### Cell classes on the final placement

Bar = 10 um.
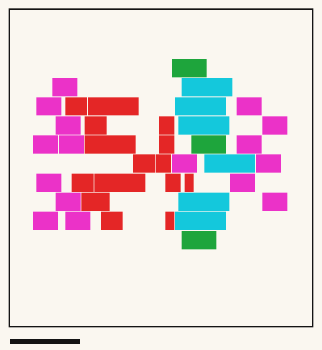
### Cell sizes after repair

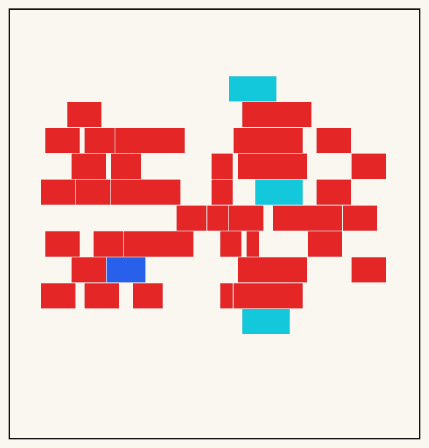
==> config.mk <==
export PLATFORM = sky130hd
export DESIGN_NAME = upc_add_sub_4
export DESIGN_NICKNAME = d
export VERILOG_FILES = /design/src/rtl/upc_add_sub_4_pkg.sv /design/src/rtl/upc_add_sub_4_full_adder.sv /design/src/rtl/upc_add_sub_4.sv
export SDC_FILE = /design/constraint.sdc
export NUM_CORES = 1
export LEC_CHECK = 0
export CAP_MARGIN = 10
export CORE_AREA = 3 3 40 42
export CTS_BUF_LIST = sky130_fd_sc_hd__clkbuf_8
export CTS_CLUSTER_SIZE = 10
export DETAILED_ROUTE_END_ITERATION = 16
export DIE_AREA = 0 0 43 45
export GPL_TIMING_DRIVEN = 0
export PLACE_DENSITY = 0.58
export REMOVE_ABC_BUFFERS = 1
export SYNTH_ARGS = -nofsm -noshare
export SYNTH_HDL_FRONTEND = slang
export SYNTH_SLANG_ARGS = --single-unit
==> constraint.sdc <==
create_clock -name clk -period 6.62 [get_ports clk]
set_input_delay 1.324 -clock clk [delete_from_list [all_inputs] [get_ports clk]]
set_output_delay 1.324 -clock clk [all_outputs]
set_load 0.01 [all_outputs]
==> impl_table.tex <==
% Implementation results table
\begin{tabular}{lr}
\hline
Metric & Value \\
\hline
\multicolumn{2}{l}{\textbf{Worst setup path}} \\
\quad Worst Setup End Kind & register \\
\quad Startpoint class of the critical path & primary input \\
\quad Crit Path Class & in -> reg \\
\quad Maximum fanout along the worst path & 2 \\
\multicolumn{2}{l}{\textbf{Synthesis}} \\
\quad Compound-gate portion of the synthesized area & 0\% \\
\quad Share of synthesized cell area in full adder, half adder and majority cells & 22.43\% \\
\quad Commonest register cell after synthesis & sky130\_fd\_sc\_hd\_\_dfxtp\_1 \\
\quad Post-synthesis instance area & 267.8 sq um \\
\quad Warnings, synthesis & 0 \\
\quad Synthesized area divided by synthesized cell count & 12.75 sq um \\
\quad Synth top cells by count & 6 x sky130\_fd\_sc\_hd\_\_dfxtp\_1, 4 x sky130\_fd\_sc\_hd\_\_nor2b\_1, 3 x sky130\_fd\_sc\_hd\_\_fa\_1, 3 x sky130\_fd\_sc\_hd\_\_xor2\_1 \\
\quad Area share, top type & 44.86\% \\
\quad Count of instantiated cells in the yosys netlist & 21 \\
\quad Sequential-to-total area share from yosys stat & 44.86\% \\
\quad Yosys top cell by instances & sky130\_fd\_sc\_hd\_\_dfxtp\_1 \\
\multicolumn{2}{l}{\textbf{Routing}} \\
\quad Detailed-router iteration count before antenna repair & 1 \\
\quad Remaining DRCs & 0 \\
\quad Total Routed Length & 446 um \\
\quad DR vias/cell & 3.673 \\
\multicolumn{2}{l}{\textbf{Die}} \\
\quad Core Density at Floorplan & 20.84\% \\
\quad Die X & 43 um \\
\quad Area of the die & 1935 sq um \\
\quad Core footprint & 1285 sq um \\
\multicolumn{2}{l}{\textbf{Final layout}} \\
\quad Antenna fix cells & 0 \\
\quad Filler cell count in the final layout & 134 \\
\quad Number of flip-flops under the largest register name & 4 \\
\quad Share of layout cells above drive strength 1 & 10.00\% \\
\multicolumn{2}{l}{\textbf{STA}} \\
\quad Final setup viols & 0 \\
\quad RSZ-0062 raised after global routing & no \\
\quad Final Slew Violations & 0 \\
\quad Final worst-path cycle share & 53.28\% \\
\quad Final min period & 3527 ps \\
\multicolumn{2}{l}{\textbf{Hold path}} \\
\quad Worst hold stages & 2 \\
\multicolumn{2}{l}{\textbf{Placed design}} \\
\quad Final Wtd Congestion & 0.6557 \\
\quad Pre-CTS setup slack & 2857 ps \\
\quad Number of buffers added on ports & 16 \\
\quad Cell area after placement & 446.7 sq um \\
\multicolumn{2}{l}{\textbf{CTS}} \\
\quad Number of post-CTS setup repair buffers & 0 \\
\quad \# hold bufs at CTS & 0 \\
\quad Deepest clock path buffer count & 2 \\
\quad Clock Sink Count & 6 \\
\multicolumn{2}{l}{\textbf{Run}} \\
\quad Count of max-cap constraint violations & 0 \\
\quad Tool warnings & 25 \\
\multicolumn{2}{l}{\textbf{Outcome}} \\
\quad Run status & completed \\
\multicolumn{2}{l}{\textbf{GRT}} \\
\quad Maximum number of pins on one net before global-route repair & 7 \\
\hline
\end{tabular}
-- 'Cell classes on the final placement' (at the start) --
magenta -> other buffers and delay cells  # cells 16, share of their area 34%
cyan -> flip-flops  # cells 6, share of their area 26%
green -> cells driving clock nets  # cells 3, share of their area 8.8%
red -> all other logic  # cells 15, share of their area 31%
number of placement rows: 13
Seq area share: 24.62%

-- 'Cell sizes after repair' (at the start) --
blue -> drive 2  # cells 1, share 2.5%, most used mux2_2
cyan -> drive 6 and up  # cells 3, share 7.5%, most used clkbuf_8
red -> drive 1 or less  # cells 36, share 90%, most used clkdlybuf4s50_1
Area growth syn-to-layout: 82.24%
setup slack of the critical path after layout: 3093 ps
final instance area: 488.0 sq um

layout by cell type, fill, tap and decap left out, drive strengths merged:
| cell type | netlist | final |
|---|---|---|
| clkbuf | 0 | 3 |
| nor2b | 4 | 4 |
| mux2 | 1 | 1 |
| fa | 3 | 3 |
| nor2 | 2 | 2 |
| xnor2 | 2 | 2 |
| clkdlybuf4s50 | 0 | 16 |
| dfxtp | 6 | 6 |
| xor2 | 3 | 3 |
where the power goes:
group	switching, mW	total [mW]	internal, mW
registers	0.00108	0.0426	0.0415
logic	0.0116	0.0324	0.0208
clock network	0.0137	0.0526	0.0389
metal layers:
metal | track usage, % | routed length (um)
met1 | 5.185 | 174
met2 | 7.485 | 188
met3 | 3.586 | 83
met4 | 7.229 | 0
met5 | 0 | 0
kinds of logic (layout without fill, tap and decap cells):
logic type / count (synthesis) / after routing
flops: 6 / 6
mux: 1 / 1
fa+ha+maj: 3 / 3
xor+xnor: 5 / 5
buf+inv: 0 / 19
simple gates: 6 / 6
stage by stage:
step	power (mW)	util, %
2_1_floorplan	0.05727	-
3_3_place_gp	0.07591	34.76
3_5_place_dp	0.07639	34.76
4_1_cts	0.1301	37.97
5_1_grt	0.1355	37.97
6_report	0.1276	37.97
critical path, stage by stage:
cell and delay [ps]:
sky130_fd_sc_hd__clkdlybuf4s50_1 500, sky130_fd_sc_hd__mux2_2 360, sky130_fd_sc_hd__fa_1 390, sky130_fd_sc_hd__fa_1 430, sky130_fd_sc_hd__fa_1 410, sky130_fd_sc_hd__xnor2_1 180, sky130_fd_sc_hd__nor2_1 50
area by class of cell:
| type | count | share of cell area, % |
|---|---|---|
| multi-input combinational | 15 | 30.26 |
| tap | 15 | 3.846 |
| clock buffer | 3 | 8.462 |
| timing repair buffer | 16 | 32.82 |
| sequential | 6 | 24.62 |
Power and IR drop assume default switching activity.
